io_fan.png
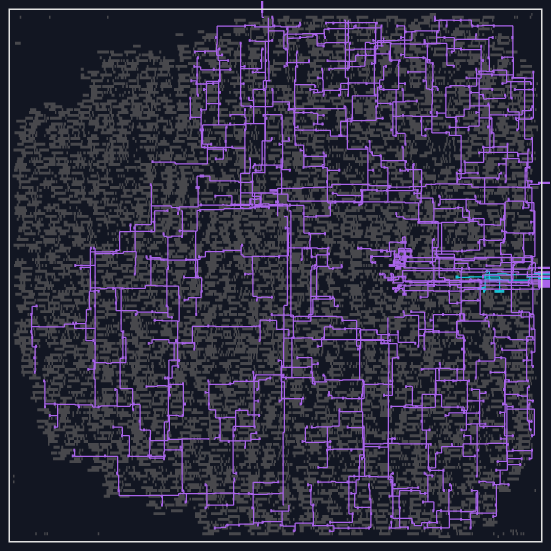
flops_by_reg.png
Scale bar: 200 um.
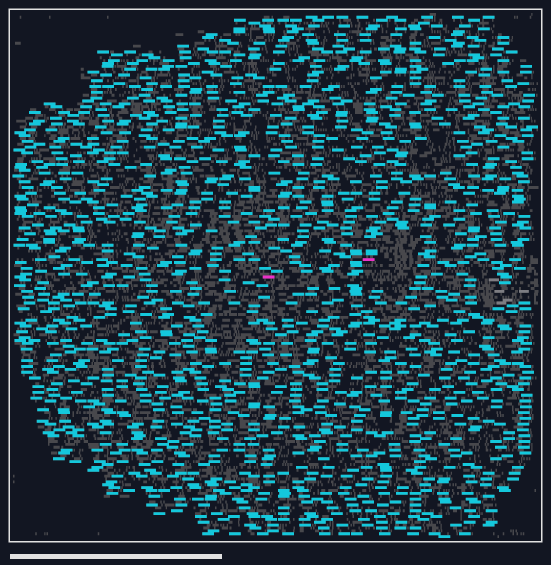
clocks.png
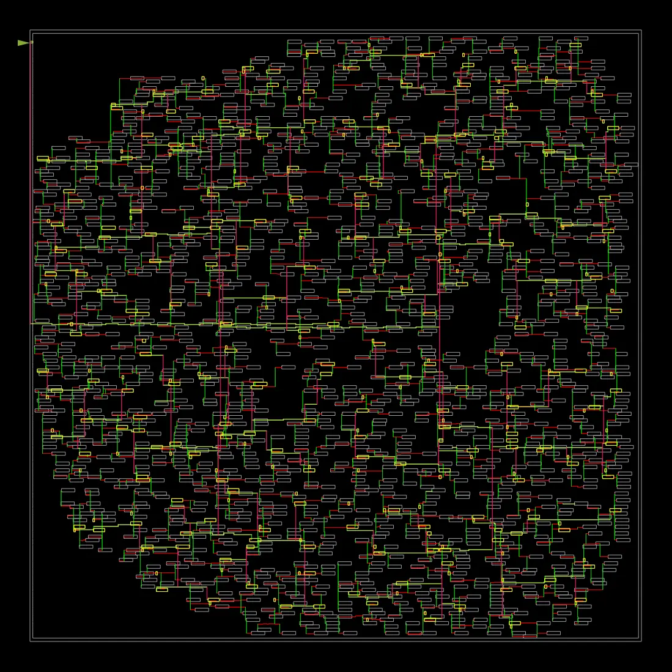
wires.png
Scale bar: 200 um.
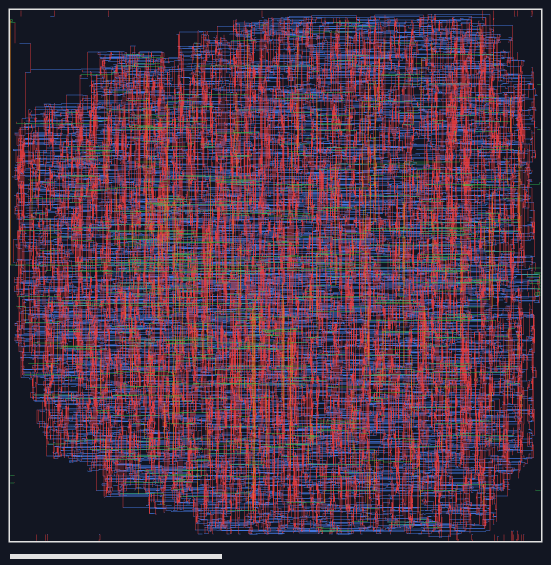
File: config.mk
export PLATFORM = sky130hd
export DESIGN_NAME = mem_responder
export DESIGN_NICKNAME = d
export VERILOG_FILES = /design/src/rtl/mem_resp_pkg.sv /design/src/rtl/mem_bank.sv /design/src/rtl/mem_responder.sv
export SDC_FILE = /design/constraint.sdc
export NUM_CORES = 2
export LEC_CHECK = 0
export ABC_AREA = 1
export CAP_MARGIN = 20
export CELL_PAD_IN_SITES_DETAIL_PLACEMENT = 1
export CELL_PAD_IN_SITES_GLOBAL_PLACEMENT = 2
export CORE_MARGIN = 2
export CORE_UTILIZATION = 30
export DETAILED_ROUTE_END_ITERATION = 6
export MAX_ROUTING_LAYER = met4
export PLACE_DENSITY_LB_ADDON = 0.1
export SYNTH_ARGS = -nofsm -noshare
export SYNTH_HDL_FRONTEND = slang
export SYNTH_SLANG_ARGS = --single-unit
File: constraint.sdc
create_clock -name clk -period 1.8 [get_ports clk]
set_input_delay 0.54 -clock clk [delete_from_list [all_inputs] [get_ports clk]]
set_output_delay 0.54 -clock clk [all_outputs]
set_load 0.005 [all_outputs]
File: src/rtl/mem_resp_pkg.sv
// Shared definitions for the memory responder: the rw command encodings and the
// responder FSM state type.
package mem_resp_pkg;

    localparam logic [1:0] RW_IDLE  = 2'd0;
    localparam logic [1:0] RW_READ  = 2'd1;
    localparam logic [1:0] RW_WRITE = 2'd2;
    localparam logic [1:0] RW_RSVD  = 2'd3;

    typedef enum logic {
        IDLE = 1'b0,
        RESP = 1'b1
    } state_t;

endpackage

File: src/rtl/mem_bank.sv
// Single-port DEPTH x DATA_LEN storage bank with a synchronous write and a registered read.
// The array has no reset, so its contents survive a responder reset.
module mem_bank
    import mem_resp_pkg::*;
#(
    parameter int ADDR_LEN = 10,
    parameter int DATA_LEN = 1,
    parameter int DEPTH    = 784
) (
    input  logic                clk,
    input  logic                we,
    input  logic                re,
    input  logic [ADDR_LEN-1:0] addr,
    input  logic [DATA_LEN-1:0] wdata,
    output logic [DATA_LEN-1:0] rdata
);

    logic [DATA_LEN-1:0] mem_q [DEPTH];
    logic [DATA_LEN-1:0] rdata_q;

    always_ff @(posedge clk) begin
        if (we) begin
            mem_q[addr] <= wdata;
        end
        if (re) begin
            rdata_q <= mem_q[addr];
        end
    end

    assign rdata = rdata_q;

endmodule

File: src/rtl/mem_responder.sv
// Bus-attached memory responder: decodes rw/sel/addr, drives read data one cycle later,
// flags protocol errors. Define MEM_RESP_ACCESS_CNT_EN to enable the rd_cnt/wr_cnt counters.
module mem_responder
    import mem_resp_pkg::*;
#(
    parameter int ADDR_LEN = 10,
    parameter int DATA_LEN = 1,
    parameter int SEL_LEN  = 2,
    parameter int RW_LEN   = 2,
    parameter int DEPTH    = 784,
    parameter int NBANK    = 2
) (
    input  logic                clk,
    input  logic                rst,
    input  logic [ADDR_LEN-1:0] addr,
    input  logic [SEL_LEN-1:0]  sel,
    input  logic [RW_LEN-1:0]   rw,
    input  logic [DATA_LEN-1:0] data_in,
    output logic [DATA_LEN-1:0] data_out,
    output logic                data_oe,
    output logic                rd_valid,
    output logic                err,
    input  logic                err_clr,
    output logic [15:0]         rd_cnt,
    output logic [15:0]         wr_cnt
);

    state_t              state_q, state_d;
    logic                hit_q, hit_d;
    logic [SEL_LEN-1:0]  rsel_q, rsel_d;
    logic                err_q, err_d;

    logic                in_range;
    logic                is_read, is_write, is_rsvd;
    logic                rd_hit, wr_commit, err_set;
    logic [DATA_LEN-1:0] bank_rdata [NBANK];
    logic [DATA_LEN-1:0] rdata_mux;

    assign in_range = (32'(addr) < 32'(DEPTH)) && (32'(sel) < 32'(NBANK));

    always_comb begin
        is_read  = 1'b0;
        is_write = 1'b0;
        is_rsvd  = 1'b0;
        case (rw)
            RW_LEN'(RW_IDLE):  ;
            RW_LEN'(RW_READ):  is_read  = 1'b1;
            RW_LEN'(RW_WRITE): is_write = 1'b1;
            RW_LEN'(RW_RSVD):  is_rsvd  = 1'b1;
            default:           is_rsvd  = 1'b1;
        endcase
    end

    // A write while we are driving the bus would collide with our own read data.
    assign rd_hit    = is_read && in_range;
    assign wr_commit = is_write && in_range && !data_oe;
    assign err_set   = (is_read && !in_range) || (is_write && (!in_range || data_oe)) || is_rsvd;

    always_comb begin
        state_d = is_read ? RESP : IDLE;
        hit_d   = rd_hit;
        rsel_d  = sel;
        err_d   = err_q;
        if (err_set) begin
            err_d = 1'b1;
        end else if (err_clr) begin
            err_d = 1'b0;
        end
    end

    always_ff @(posedge clk or negedge rst) begin
        if (!rst) begin
            state_q <= IDLE;
            hit_q   <= 1'b0;
            rsel_q  <= '0;
            err_q   <= 1'b0;
        end else begin
            state_q <= state_d;
            hit_q   <= hit_d;
            rsel_q  <= rsel_d;
            err_q   <= err_d;
        end
    end

    for (genvar i = 0; i < NBANK; i++) begin : g_bank
        mem_bank #(
            .ADDR_LEN (ADDR_LEN),
            .DATA_LEN (DATA_LEN),
            .DEPTH    (DEPTH)
        ) u_bank (
            .clk   (clk),
            .we    (wr_commit && (sel == SEL_LEN'(i))),
            .re    (rd_hit && (sel == SEL_LEN'(i))),
            .addr  (addr),
            .wdata (data_in),
            .rdata (bank_rdata[i])
        );
    end

    always_comb begin
        rdata_mux = '0;
        for (int i = 0; i < NBANK; i++) begin
            if (rsel_q == SEL_LEN'(i)) begin
                rdata_mux = bank_rdata[i];
            end
        end
    end

    // Bank read registers are not reset, so the output is masked by the reset-cleared state.
    assign rd_valid = (state_q == RESP);
    assign data_oe  = (state_q == RESP);
    assign data_out = (rd_valid && hit_q) ? rdata_mux : '0;
    assign err      = err_q;

`ifdef MEM_RESP_ACCESS_CNT_EN
    logic [15:0] rd_cnt_q, rd_cnt_d;
    logic [15:0] wr_cnt_q, wr_cnt_d;

    always_comb begin
        rd_cnt_d = rd_cnt_q;
        wr_cnt_d = wr_cnt_q;
        if (rd_hit && (rd_cnt_q != 16'hFFFF)) begin
            rd_cnt_d = rd_cnt_q + 16'd1;
        end
        if (wr_commit && (wr_cnt_q != 16'hFFFF)) begin
            wr_cnt_d = wr_cnt_q + 16'd1;
        end
    end

    always_ff @(posedge clk or negedge rst) begin
        if (!rst) begin
            rd_cnt_q <= 16'd0;
            wr_cnt_q <= 16'd0;
        end else begin
            rd_cnt_q <= rd_cnt_d;
            wr_cnt_q <= wr_cnt_d;
        end
    end

    assign rd_cnt = rd_cnt_q;
    assign wr_cnt = wr_cnt_q;
`else
    assign rd_cnt = 16'd0;
    assign wr_cnt = 16'd0;
`endif

endmodule
==> deck_impl_summary.md <==
Synthesis and Place & Route Summary

Run status
  • Status: finished with violations
  • Failing checks: setup timing

Floorplanning
  • # rows: 182
  • Die area: 251,000 um^2
  • Core area: 245,000 um^2
  • Die H: 501 um
  • Fp_density: 30.1%

Setup path
  • Critical Path Fanout Max: 1
  • Startpoint of the worst-slack reg-to-reg timing path: data_oe
  • Crit path DRT: 1.26 ns
  • R2r endpoint: g_bank[0].u_bank.mem_q[453]
  • Critical path capture point: data_out
  • CP Capture Type: output pin
  • CP arrival: 1.89 ns
  • Kind of critical path: register to output pin

Global route
  • Global-route wire length before repair: about 470,000 um
  • Antenna violations before repair: 9

Run
  • OpenROAD warnings: 31

Final timing
  • Worst Max-Slew Pin Slew: 0.722 ns
  • Hold_ws: 0.261 ns
  • Final setup TNS: -449.96 ns
  • Tmin final: 2.43 ns
  • Worst setup margin: -0.627 ns
  • Final Setup Violations: 1,574
  • Fmax: approximately 400 MHz

Synthesis
  • Register share after synthesis: 63.9%
  • Post-synthesis cell count: 7,859
  • Synth Cell Area: 74,000 um^2
  • Synth flops: ~1.6k

Finish
  • Logic cell area: 31,800 um^2
  • Top cells excl fill/tap: nand2_1, edfxtp_1, nor3_1, nor3_4, nor3_2
  • Most common logic cell in the routed design: nand2_1
  • Share of cells above drive strength 1: 26.0%
  • Non-Filler Instances: 11.5k

Pwr
  • Worst VDD drop: approximately 0.00071 V

Detailed routing
  • Initial drt markers: 4,960
  • Post-DRT Antenna Nets: 0

CTS
  • Htree depth: 4

Placed design
  • Placer Congestion: ~0.80
  • Placed Instances: 10.9k

Worst hold path
  • HP Start: sel[1]
About io_fan.png:
addr -> purple  # bits 10, direction input, edge 9 right, 1 top, end cells 768, buffers 69, wire 18,900 um
sel -> cyan  # bits 2, direction input, edge right, end cells 6, buffers 3, wire 195 um
Port Buffers: 21
I/O Pins: 54

About flops_by_reg.png:
g_bank.u_bank.rdata -> magenta  # sequential cells 2
g_bank.u_bank.mem_q -> cyan  # sequential cells 1,568, where all over the die
not coloured = 5
flop share of the area: 45.6%
Core Util, Final: 42.2%
Sequential Power: 40.3 mW
FF/Latch Area: 47,300 um^2

About clocks.png:
CTS Buf Count: 189
# clk buffers: 241
skew final: 0.0276 ns
clock sink count: 1,575
worst-skew pair later-pin latency: 0.86 ns

About wires.png:
metal 4 -> orange  # wire length 6,600 um
metal 3 -> green  # wire length 15,800 um
metal 2 -> red  # wire length 161 mm
metal 1 -> blue  # wire length 152 mm
DR WL/cell: 29.1 um
final wirelength: 335,000 um
GRT Resource Usage Total: 26.6%
Vias: 61.5k

[critical path: stages (launching register included)]
cell and delay, ns:
dfrtp_2 0.46, mux2i_1 0.14, buf_4 0.17, nor3_4 0.10, buf_2 0.14
[where the power goes]
part           switching [mW]  internal, mW  leakage (nW)
clock network            16.3          20.9          2.85
logic                    5.42          2.49          27.3
registers             0.00670          40.3          14.2
[cell families (layout without fill, tap and decap cells)]
kind of cell,Yosys count,after routing,synth area share [%]
AOI/OAI and AO/OA,67,67,0.482
buffers and inverters,814,1219,4.99
DFF,1575,1575,63.9
muxes,1,1,0.0135
other,1,33,0.00507
and+or+nand+nor,5401,5401,30.6
[how the worst min path moves through the flow]
stage,end,slack (ns),cells after the start
after global placement,err,0.53,2
after CTS,rsel_q[1],0.20,1
after floorplan,data_oe,0.24,0
after detailed placement,err,0.55,2
final,rsel_q[1],0.26,1
after global routing,g_bank[0].u_bank.mem_q[137],0.25,2
[synthesized netlist by cell type]
master | number | area (um^2)
inv_1 | 12 | 45.0
nor2_4 | 1 | 11.3
a22oi_1 | 3 | 22.5
clkbuf_1 | 362 | 1360
inv_4 | 2 | 12.5
o21ai_0 | 36 | 180
buf_6 | 5 | 56.3
nand3_1 | 128 | 641
a21oi_1 | 22 | 110
nand4_1 | 58 | 363
edfxtp_1 | 1570 | 47100
or2_2 | 1 | 6.26
nor3_4 | 5 | 81.3
o21ai_1 | 1 | 5.00
nor3_2 | 3 | 30.0
buf_2 | 348 | 1740
inv_2 | 5 | 18.8
o221ai_1 | 1 | 8.76
nor2_1 | 119 | 447
conb_1 | 1 | 3.75
buf_4 | 43 | 323
nor2_2 | 2 | 12.5
a211oi_1 | 1 | 7.51
buf_1 | 37 | 139
mux2i_1 | 1 | 10.0
nand2_1 | 3514 | 13200
a21o_1 | 1 | 7.51
o211ai_1 | 2 | 15.0
nor3_1 | 1570 | 7860
dfrtp_1 | 5 | 125
[flip-flops by register name (all words and copies together), names as in the netlist]
signal / flops
data_oe: 1
err: 1
g_bank.u_bank.mem_q: 1568
g_bank.u_bank.rdata: 2
hit_q: 1
rsel_q: 2
[final cells by class]
type / count / area share (%)
well taps: 3220 / 3.89
flip-flops and latches: 1575 / 45.6
repair buffers: 849 / 14.0
multi-input cells: 5501 / 30.7
clock inverters: 110 / 0.819
diodes: 1 / 0.00242
clock buffers: 241 / 4.81
inverters: 19 / 0.128
[metal layers]
| metal | share of wire [%] | global-route usage [%] |
|---|---|---|
| met1 | 45 | 36.8 |
| met2 | 48 | 42.7 |
| met3 | 4.7 | 2.64 |
| met4 | 2.0 | 4.94 |
| met5 | 0 | - |
[metrics by stage]
| step | instance area (um^2) | power [mW] | setup slack, ns |
|---|---|---|---|
| after CTS | 97200 | 85.8 | -0.689 |
| after floorplan | 75900 | 43.9 | -0.339 |
| after detailed placement | 83400 | 47.5 | -2.05 |
| after global routing | 104000 | 87.8 | -0.682 |
| final | 104000 | 85.5 | -0.627 |
| after global placement | 83400 | 47.5 | -2.07 |
[what timing repair did]
action / CTS / global route
endpoints found under the hold margin: 5 / 0
gates cloned: 141 / 53
hold buffers: 1 / 0
setup endpoints to repair: 1575 / 1574
buffers inserted: 91 / 30
pin swaps: 32 / 24
resized: 732 / 1062
No activity file was given, so power comes from the tool's default toggle rates.
